==> src/rtl/vblank_write_arbiter.sv <==
// Frame-memory write arbiter: round-robin between two writers, granting only during vertical blanking.
// Optional FRAME_CNT_EN adds a 16-bit frame_count output counting locked frames.
module vblank_write_arbiter #(
  parameter int ADDR_W    = 17,
  parameter int VIS_START = 35,
  parameter int VIS_END   = 515,
  parameter int LINES     = 525
) (
  input  logic              clk,
  input  logic              reset,
  input  logic              hsync,
  input  logic              vsync,
  input  logic              req0,
  input  logic              req1,
  input  logic [ADDR_W-1:0] addr0,
  input  logic [ADDR_W-1:0] addr1,
  input  logic [11:0]       data0,
  input  logic [11:0]       data1,
  output logic              ack0,
  output logic              ack1,
  output logic              mem_we,
  output logic [ADDR_W-1:0] mem_addr,
  output logic [11:0]       mem_data,
  output logic              in_blank,
  output logic              frame_start,
`ifdef FRAME_CNT_EN
  output logic [15:0]       frame_count,
`endif
  output logic [9:0]        line
);

  typedef enum logic [1:0] {UNLOCKED, BLANK, ACTIVE} state_t;

  localparam logic [9:0] VIS_START_L = 10'(VIS_START);
  localparam logic [9:0] VIS_END_L   = 10'(VIS_END);
  localparam logic [9:0] LAST_LINE   = 10'(LINES - 1);

  state_t            state_q, state_d;
  logic [9:0]        line_q, line_d;
  logic              hsync_q, vsync_q;
  logic              ptr_q, ptr_d;
  logic              mem_we_q;
  logic [ADDR_W-1:0] mem_addr_q;
  logic [11:0]       mem_data_q;
  logic              frame_start_q;
  logic              hs_fall, vs_fall, sync_lost, grant_en, xfer;

  always_comb begin
    hs_fall   = hsync_q & ~hsync;
    vs_fall   = vsync_q & ~vsync;
    sync_lost = 1'b0;
    line_d    = line_q;
    // vsync and hsync fall together at frame wrap; vsync wins
    if (vs_fall) begin
      line_d = '0;
    end else if (hs_fall) begin
      if (line_q == LAST_LINE) begin
        line_d    = '0;
        sync_lost = 1'b1;
      end else begin
        line_d = line_q + 10'd1;
      end
    end

    state_d = state_q;
    if (vs_fall) begin
      state_d = BLANK;
    end else if (sync_lost) begin
      state_d = UNLOCKED;
    end else begin
      case (state_q)
        BLANK:   if (line_d == VIS_START_L) state_d = ACTIVE;
        ACTIVE:  if (line_d == VIS_END_L)   state_d = BLANK;
        default: state_d = state_q;
      endcase
    end

    // ptr_q == 0 favours ch0 on contention
    grant_en = (state_q == BLANK);
    ack0     = grant_en & req0 & (~req1 | ~ptr_q);
    ack1     = grant_en & req1 & (~req0 |  ptr_q);
    xfer     = ack0 | ack1;
    ptr_d    = ptr_q;
    if (ack0)      ptr_d = 1'b1;
    else if (ack1) ptr_d = 1'b0;
  end

  always_ff @(posedge clk or negedge reset) begin
    if (!reset) begin
      state_q       <= UNLOCKED;
      line_q        <= '0;
      hsync_q       <= 1'b1;
      vsync_q       <= 1'b1;
      ptr_q         <= 1'b0;
      mem_we_q      <= 1'b0;
      mem_addr_q    <= '0;
      mem_data_q    <= '0;
      frame_start_q <= 1'b0;
    end else begin
      state_q       <= state_d;
      line_q        <= line_d;
      hsync_q       <= hsync;
      vsync_q       <= vsync;
      ptr_q         <= ptr_d;
      mem_we_q      <= xfer;
      frame_start_q <= vs_fall;
      if (xfer) begin
        mem_addr_q <= ack1 ? addr1 : addr0;
        mem_data_q <= ack1 ? data1 : data0;
      end
    end
  end

`ifdef FRAME_CNT_EN
  logic [15:0] frame_count_q;

  // The relock edge after sync loss is not counted
  always_ff @(posedge clk or negedge reset) begin
    if (!reset) begin
      frame_count_q <= '0;
    end else if (vs_fall && state_q != UNLOCKED) begin
      frame_count_q <= frame_count_q + 16'd1;
    end
  end

  assign frame_count = frame_count_q;
`endif

  assign mem_we      = mem_we_q;
  assign mem_addr    = mem_addr_q;
  assign mem_data    = mem_data_q;
  assign in_blank    = (state_q == BLANK);
  assign frame_start = frame_start_q;
  assign line        = line_q;

endmodule

==> config.mk <==
export PLATFORM = sky130hd
export DESIGN_NAME = vblank_write_arbiter
export DESIGN_NICKNAME = d
export VERILOG_FILES = /design/src/rtl/vblank_write_arbiter.sv
export SDC_FILE = /design/constraint.sdc
export NUM_CORES = 1
export LEC_CHECK = 0
export ABC_AREA = 1
export CORE_ASPECT_RATIO = 0.6
export CORE_MARGIN = 2
export CORE_UTILIZATION = 42
export CTS_CLUSTER_DIAMETER = 80
export CTS_CLUSTER_SIZE = 20
export DETAILED_ROUTE_END_ITERATION = 12
export HOLD_SLACK_MARGIN = 0.08
export PLACE_DENSITY_LB_ADDON = 0.25
export SYNTH_ARGS = -nofsm -noshare
export SYNTH_HDL_FRONTEND = slang
export SYNTH_SLANG_ARGS = --single-unit
==> constraint.sdc <==
create_clock -name clk -period 2.18 [get_ports clk]
set_input_delay 0.327 -clock clk [delete_from_list [all_inputs] [get_ports clk]]
set_output_delay 0.327 -clock clk [all_outputs]
set_load 0.005 [all_outputs]
### Clock nets, run 1

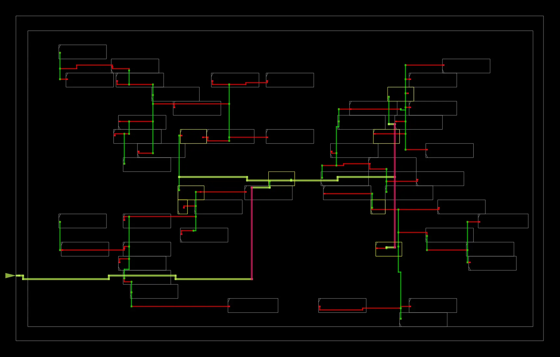
final setup skew: 7.20 ps
Sink Count: 46

### Zoomed window, run 1

The bar under the picture is 5 um long. Window x 41 to 61, y 34 to 54 um. Cells in gray, sequential cells in the stronger gray; small squares are vias.
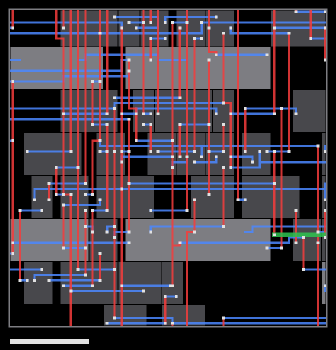
legend:
  met1:
    color: blue
  met3:
    color: green
  met2:
    color: red
netlist names of flops here include: mem_addr (2), mem_data (2)
most frequent: clkdlybuf4s50_1 (9), o21ai_0 (8)
cells with their middle in the window: 34
sequential cells in the window: 4

### Pin map, run 1

The bar under the picture is 20 um long. Pins as bars across the die edge, other pins in gray.
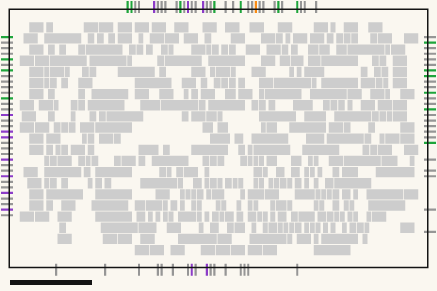
legend:
  addr0:
    color: green
    pins: 17
    direction: input
    edge: 7 north, 6 east, 4 west
  req1:
    color: orange
    pins: 1
    direction: input
    edge: north
  data0:
    color: purple
    pins: 12
    direction: input
    edge: 7 west, 3 north, 2 south
quantity of I/O buffers inserted on ports: 107
die height: 62.7 um
Die W: 102 um

run 1: metal layers:
layer	up-vias	share of wire	wire length, um	track usage
li1	1230	-	-	-
met1	1147	0.48	3340	0.342
met2	105	0.42	2960	0.326
met3	5	0.095	663	0.0682
met4	0	0.0059	41	0.0400
met5	-	0	0	0
run 1: cells in the final DEF, fill, tap and decap left out, types with 6 or more instances in the layout:
cell type                         count
sky130_fd_sc_hd__buf_4               10
sky130_fd_sc_hd__clkbuf_8             6
sky130_fd_sc_hd__clkdlybuf4s50_1    106
sky130_fd_sc_hd__dfrtp_1             44
sky130_fd_sc_hd__inv_1               29
sky130_fd_sc_hd__nand2_1             38
sky130_fd_sc_hd__nand2_2              6
sky130_fd_sc_hd__nand3_1             46
sky130_fd_sc_hd__nor2_1              43
sky130_fd_sc_hd__o21ai_0             59
run 1: through the flow:
step / std cells / power, uW / worst slack (ps) / instance area, um2 / utilization
floorplan: 310 / 2060 / 520 / 2410 / -
detailed placement: 491 / 3030 / 148 / 3590 / 0.645
finish: 500 / 3570 / 92.2 / 3710 / 0.665
CTS: 500 / 3590 / 11.7 / 3700 / 0.664
global route: 500 / 3860 / 15.6 / 3710 / 0.665
global placement: 491 / 2990 / 209 / 3590 / 0.645
run 1: state kept, by name (all words and copies together) (netlist names):
signal and flops:
hsync_q 1, ptr_q 1, mem_we 1, vsync_q 1, state_q 2, line 10, frame_start 1, mem_addr 17
mem_data 12
run 1: worst min path at each step:
stage,to,slack (ps),cells after the start
floorplan,frame_start,30,0
global placement,mem_data[6],400,1
detailed placement,mem_data[5],390,1
CTS,hsync_q,450,1
global route,hsync_q,450,1
finish,hsync_q,460,1
run 1: final cells by class:
type,instances,area share
Sequential cell,46,0.311
Clock inverter,2,0.00338
Clock buffer,6,0.0223
Inverter,31,0.0314
Multi-Input combinational cell,217,0.294
Tap cell,80,0.0270
Timing Repair Buffer,118,0.311
run 1: what timing repair did:
| action | 4_1_cts | 5_1_grt |
|---|---|---|
| gates resized | 0 | 2 |
| hold endpoints to repair | 28 | 0 |
| endpoints found under the setup margin | 0 | 2 |
| hold buffers | 1 | 0 |
run 1: worst max-delay path: cells and delay by family (launching register included):
| family | cells | cell delay, ps |
|---|---|---|
| buf+inv | 2 | 600 |
| compound gates | 1 | 140 |
| fa+ha+maj | 1 | 220 |
| flops | 1 | 410 |
| simple gates | 1 | 90 |
run 1: where the power goes:
group	internal [uW]	leakage [uW]	switching, uW
sequential	1160	0.000580	186
clock	255	0.0000472	291
combinational	923	0.00103	755
total	2340	0.00166	1230
run 1: cell families after synthesis:
group | count (synthesis) | share of synthesized area
buffers and inverters | 47 | 0.0742
flip-flops | 46 | 0.478
AND/OR/NAND/NOR | 148 | 0.288
AND-OR/OR-AND | 64 | 0.135
adder cells (fa/ha/maj) | 4 | 0.0207
XOR/XNOR | 1 | 0.00363
==> ds_physical_params.txt, run 1 <==
Characteristics after synthesis and place and route

Parameter                              Value

Clock network
  Count of H-tree levels built during CTS .................. 2
  Clk slew on worst S/H paths .................. 80 ps
  Clock tree from TritonCTS .................. done
  CTS Buf Count .................. 5
  Insertion Delay late pin .................. 300 ps
  Clock Tree Root .................. sky130_fd_sc_hd__clkbuf_8
  Number of buffers added for setup after CTS .................. 0
  Buffers from clock root to sink, at most .................. 2

Setup path
  Setup crit end .................. ack1
  Worst reg-to-reg setup slack .................. 340 ps
  Max stage delay cell, worst path .................. sky130_fd_sc_hd__clkdlybuf4s50_1
  Required time at the worst-slack endpoint .................. 1850 ps
  Start of the worst register-to-register path .................. state_q[1]
  CP arrival .................. 1760 ps
  Start point of the critical path .................. state_q[1]
  R2R Path End .................. mem_data[0]
  Largest fanout of any net on the critical path .................. 5
  Worst-case reg-to-reg path depth .................. 8
  Critical path, cell by cell .................. inv_1 > ha_2 > nand2_1 > a21oi_2 > clkdlybuf4s50_1
  CP peak stage delay .................. 530 ps

Yosys
  Flops after synth .................. 46
  Sequential element share of the synthesized area .................. 0.478
  Syn_nets .................. 378
  Synthesized netlist cell count .................. 310
  Total cell area reported by yosys after synthesis .................. 2410 um2
  Post-synthesis cell type with the largest combined area .................. sky130_fd_sc_hd__dfrtp_1
  Most instantiated cells after synthesis .................. sky130_fd_sc_hd__o21ai_0, sky130_fd_sc_hd__nand3_1, sky130_fd_sc_hd__dfrtp_1, sky130_fd_sc_hd__nor2_1, sky130_fd_sc_hd__nand2_1
  Total standard cell area after synthesis .................. 2410 um2
  Ys async rst share .................. 1.00
  Netlist cell types .................. 25
  Number of synthesized flops with an enable pin .................. 0
  Yosys stat cell total .................. 310
  Syn avg cell area .................. 7.78 um2
  Max-area cell share .................. 0.456

Layout
  Fraction of layout cells with a size suffix above 1 .................. 0.0952
  Storage element area .................. 1150 um2
  Layout Area Growth over Synthesis .................. 53.6%
  Number of nets in the final layout .................. 487
  Multi-input logic area .................. 1090 um2

Global routing
  Number of antenna violations at the first check in global routing .................. 0
  Gr usage total .................. 0.227
  Global-route wire length before repair .................. 11.4 mm
  Pin count of the biggest net entering global routing .................. 31
  Remaining global-route overflow .................. 0
  Via count of the first global-routing pass .................. 2292

Detailed routing
  Detailed-router iteration count before antenna repair .................. 6
  Avg WL per Cell .................. 14.0 um
  DRC violation count after routing .................. 0
  Final ANT Viol Nets .................. 0
  Detail-routed via count per cell .................. 4.97
  Total wire length after detailed routing .................. 7.01 mm
  Routed vias .................. 2487
  Initial detailed-routing violation count .................. 144

Die
  Die Outline Area .................. 6390 um2
  FP Util .................. 0.433
  Number of core rows .................. 21

STA
  Total Negative Setup Slacks .................. 0 ps
  Final Hold Viols .................. 0
  Measured slew at the worst slew-check pin .................. 646 ps
  Count of endpoints failing setup in the final report .................. 0
  Hold_ws .................. 461 ps
  Tcrit/Tclk final .................. 0.958
  Max-slew headroom at the worst pin .................. 0.569
  Highest clock rate .................. 0.479 GHz
  Post-route minimum period .................. 2090 ps

Hold path
  Min-Delay Startpoint .................. hsync
  Type of the worst min-delay path .................. primary input to flip-flop

Power and ir drop
  Ratio of total power to cell area .................. 964 nW/um2
  Cell leakage power .................. 0.00166 uW
  Worst supply voltage drop on vdd .................. 0.375 mV

Run
  Tool Warnings .................. 28
  Maximum Capacitance Violations .................. 0

Placement
  HPWL after DPL .................. 5.19 mm
  Placer's final routability congestion estimate .................. 0.870

Run status
  Run status .................. finished, final reports clean
### Wiring heat map, run 1

The die is cut into 20 by 13 equal tiles; white is low, dark blue is high, scaled to the fullest tile. Values are wire area over tile area, all layers added.
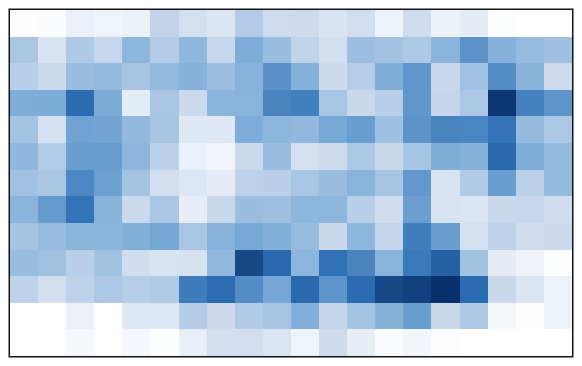

--- run 2 (diff from run 1) ---
--- a/config.mk
+++ b/config.mk
@@ -9,6 +9,7 @@
 export CORE_ASPECT_RATIO = 0.6
 export CORE_MARGIN = 2
 export CORE_UTILIZATION = 42
+export CTS_BUF_LIST = sky130_fd_sc_hd__clkbuf_16
 export CTS_CLUSTER_DIAMETER = 80
 export CTS_CLUSTER_SIZE = 20
 export DETAILED_ROUTE_END_ITERATION = 12
### Wiring heat map, run 2

The die is cut into 20 by 13 equal tiles; white is low, dark blue is high, scaled to the fullest tile. Values are wire area over tile area, all layers added.
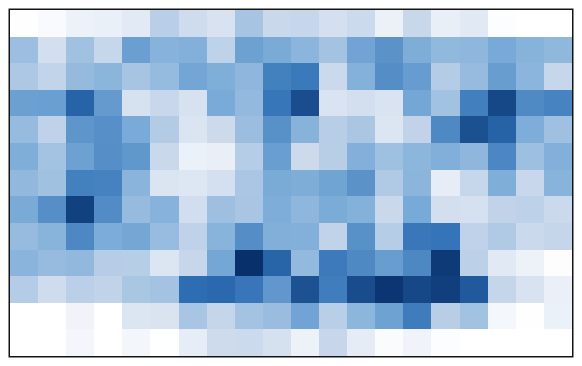
mean over tiles: 0.18
tiles over half the peak: 26%
fullest tile: 0.46
routed vias: 2481
total wire length after detailed routing: 6.93 mm
gr usage total: 0.223

==> run 2 against run 1 <==
Net effect: via count is 0.24% lower; utilization is 0.58 points higher; synthesized cell count unchanged; synthesized area stayed put; non-clock buffer count shrank 1; setup slack better by 11 ps; flip-flop count did not move; final cell count decreased by 0.20%; hold slack worse by 400 ps; die size unchanged; critical path type unchanged; count of clock-buffer cells in the layout down 1.
==> ds_physical_params.txt, run 2 <==
Characteristics after synthesis and place and route

Parameter                              Value

Yosys
  Synthesized netlist cell count .................. 310 (unchanged)
  Sequential element share of the synthesized area .................. 0.478 (unchanged)
  Ys async rst share .................. 1.00 (unchanged)
  Post-synthesis cell type with the largest combined area .................. sky130_fd_sc_hd__dfrtp_1
  Simple share .................. 0.288 (unchanged)
  Total cell area reported by yosys after synthesis .................. 2410 um2 (unchanged)
  Total standard cell area after synthesis .................. 2410 um2 (unchanged)
  Adder Share, Synth .................. 0.0207 (unchanged)
  Netlist cell types .................. 25 (unchanged)
  Yosys stat cell total .................. 310 (unchanged)
  Xor and xnor fraction of the mapped netlist area .................. 0.00363 (unchanged)
  Syn avg cell area .................. 7.78 um2 (unchanged)
  Flops after synth .................. 46 (unchanged)
  Post-synthesis share of cell area spent on and-or and or-and gates .................. 0.135 (unchanged)
  Max-area cell share .................. 0.456 (unchanged)
  Multiplexer area fraction after synthesis .................. 0 (unchanged)
  Largest logic family .................. simple AND/OR/NAND/NOR gates

Detailed routing
  Met3 WL .................. 596 um (-10%)
  Avg WL per Cell .................. 13.9 um (-0.86%)
  Wire length the detailed router placed on met1 .................. 3.35 mm (+0.39%)
  Initial detailed-routing violation count .................. 144 (unchanged)
  Detail-routed via count per cell .................. 4.97 (about the same)
  Detailed-router iteration count before antenna repair .................. 4 (-2)
  DRC violation count after routing .................. 0 (unchanged)

Clock network
  CTS Buf Count .................. 5 (unchanged)
  Sink Count .................. 46 (unchanged)
  Clock Tree Root .................. sky130_fd_sc_hd__clkbuf_16
  Clock tree from TritonCTS .................. done
  Count of H-tree levels built during CTS .................. 2 (unchanged)
  Buffers from clock root to sink, at most .................. 2 (unchanged)
  Clk slew on worst S/H paths .................. 60 ps (-20 ps)

Setup path
  Start point of the critical path .................. state_q[1]
  Largest fanout of any net on the critical path .................. 5 (unchanged)
  Worst-case reg-to-reg path depth .................. 8 (unchanged)
  CP peak stage delay .................. 530 ps (about the same)
  Critical path, cell by cell .................. inv_1 > ha_2 > nand2_1 > a21oi_1 > clkdlybuf4s50_1
  Setup crit end .................. ack0
  CP arrival .................. 1750 ps (about the same)
  Max stage delay cell, worst path .................. sky130_fd_sc_hd__clkdlybuf4s50_1
  Start of the worst register-to-register path .................. state_q[1]
  Required time at the worst-slack endpoint .................. 1850 ps (about the same)

Layout
  Top cell excl fill/tap .................. sky130_fd_sc_hd__clkdlybuf4s50_1
  Layout Area Growth over Synthesis .................. 55.0%
  Commonest cells after routing, fill and taps aside .................. sky130_fd_sc_hd__clkdlybuf4s50_1, sky130_fd_sc_hd__o21ai_0, sky130_fd_sc_hd__nand3_1
  Fraction of layout cells with a size suffix above 1 .................. 0.0907 (-0.00455)
  Final Util .................. 0.671 (+0.00584)
  Number of nets in the final layout .................. 486 (-0.21%)
  Number of flip-flops under the largest register name .................. 17 (unchanged)

Run
  Maximum Capacitance Violations .................. 0 (unchanged)
  Tool Warnings .................. 28 (unchanged)

Global routing
  Number of antenna violations at the first check in global routing .................. 0 (unchanged)
  Via count of the first global-routing pass .................. 2269 (-1.0%)
  Remaining global-route overflow .................. 0 (unchanged)
  Global-route wire length before repair .................. 11.3 mm (-1.0%)

Run status
  Run status .................. finished, final reports clean

STA
  Final Hold Viols .................. 0 (unchanged)
  Final setup skew .................. 5.29 ps (-1.91 ps)
  Highest clock rate .................. 0.481 GHz (+0.51%)
  Post-route minimum period .................. 2080 ps (-10.5 ps)
  Total Negative Setup Slacks .................. 0 ps (unchanged)
  Min setup slack post-route .................. 103 ps (+10.5 ps)
  Max-slew headroom at the worst pin .................. 0.578 (+0.00854)

Hold path
  Type of the worst min-delay path .................. primary input to async pin

Power and ir drop
  Cell leakage power .................. 0.00168 uW (+0.98%)
  Ratio of total power to cell area .................. 998 nW/um2 (+3.5%)
  Worst supply voltage drop on vdd .................. 0.620 mV (+65%)
  Final total power .................. 3730 uW (+4.4%)

Die
  Number of core rows .................. 21 (unchanged)
  Die height .................. 62.7 um (unchanged)
  Die Outline Area .................. 6390 um2 (unchanged)
  Die W .................. 102 um (unchanged)

Placement
  Dpl ws .................. 148 ps (unchanged)
  Placer's final routability congestion estimate .................. 0.870 (unchanged)
  Post-Place Cells .................. 491 (unchanged)
  Quantity of I/O buffers inserted on ports .................. 107 (unchanged)
  HPWL after DPL .................. 5.19 mm (unchanged)
### Zoomed window, run 2

The bar under the picture is 5 um long. Window x 41 to 61, y 34 to 54 um. Cells in gray, sequential cells in the stronger gray; small squares are vias.
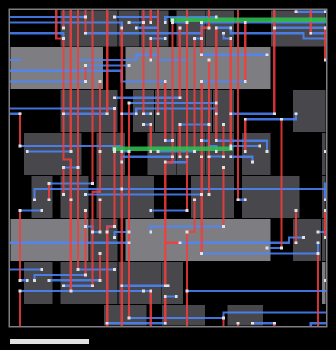
legend:
  met2:
    color: red
  met3:
    color: green
  met1:
    color: blue
most frequent: clkdlybuf4s50_1 (9), o21ai_0 (8)
cells with their middle in the window: 35
sequential cells in the window: 4
netlist names of flops here include: mem_addr (2), mem_data (2)

## run 2: worst min path at each step
| stage | start | endpoint | slack [ps] | cells past startpoint |
|---|---|---|---|---|
| after global placement | reset | mem_data[6] | 400 | 1 |
| after detailed placement | reset | mem_data[5] | 390 | 1 |
| final | reset | mem_data[5] | 70 | 1 |
| after floorplan | reset | frame_start | 30 | 0 |
| after global routing | reset | mem_addr[16] | 120 | 1 |
| after CTS | reset | mem_data[4] | 90 | 1 |
## run 2: layer usage
layer / up-vias / track usage
met1: 1160 / 0.340
met2: 88 / 0.321
met3: 4 / 0.0682
li1: 1229 / -
met4: 0 / 0.0300
met5: - / 0
## run 2: critical path, delay by kind of cell (launching register included)
kind	cells	cell delay (ps)
buf+inv	2	600
compound gates	1	170
flops	1	400
fa+ha+maj	1	210
simple gates	1	80
## run 2: report_power, final
group          switching, uW  internal, uW  total (uW)
clock                    300           418         718
combinational            746           921        1670
sequential               181          1170        1350
## run 2: logic make-up (layout without fill, tap and decap cells)
group                      Yosys count  count (layout)
DFF                                 46              46
and+or+nand+nor                    148             148
adders and majority gates            4               4
xor gates and xnor gates             1               1
buffers and inverters               47             156
AOI/OAI and AO/OA                   64              64
## run 2: through the flow
step | instance area [um2] | hold slack [ps]
final | 3740 | 65.9
after global routing | 3740 | 124
after CTS | 3740 | 89.9
after detailed placement | 3590 | 391
after global placement | 3590 | 397
after floorplan | 2410 | 31.4
## run 2: area by class of cell
cell class                      instances  area, um2
Clock buffer                            5        125
Sequential cell                        46       1150
Fill cell                             499       1830
Tap cell                               80        100
Multi-Input combinational cell        217       1090
Clock inverter                          3       16.3
Inverter                               31        116
Timing Repair Buffer                  117       1140
## run 2: what timing repair did
| action | 4_1_cts | 5_1_grt |
|---|---|---|
| buffers inserted | 0 | 0 |
| endpoints found under the setup margin | 0 | 2 |
| resized | 0 | 1 |
| hold buffers | 0 | 0 |
Power is estimated from default activity; no workload was simulated.
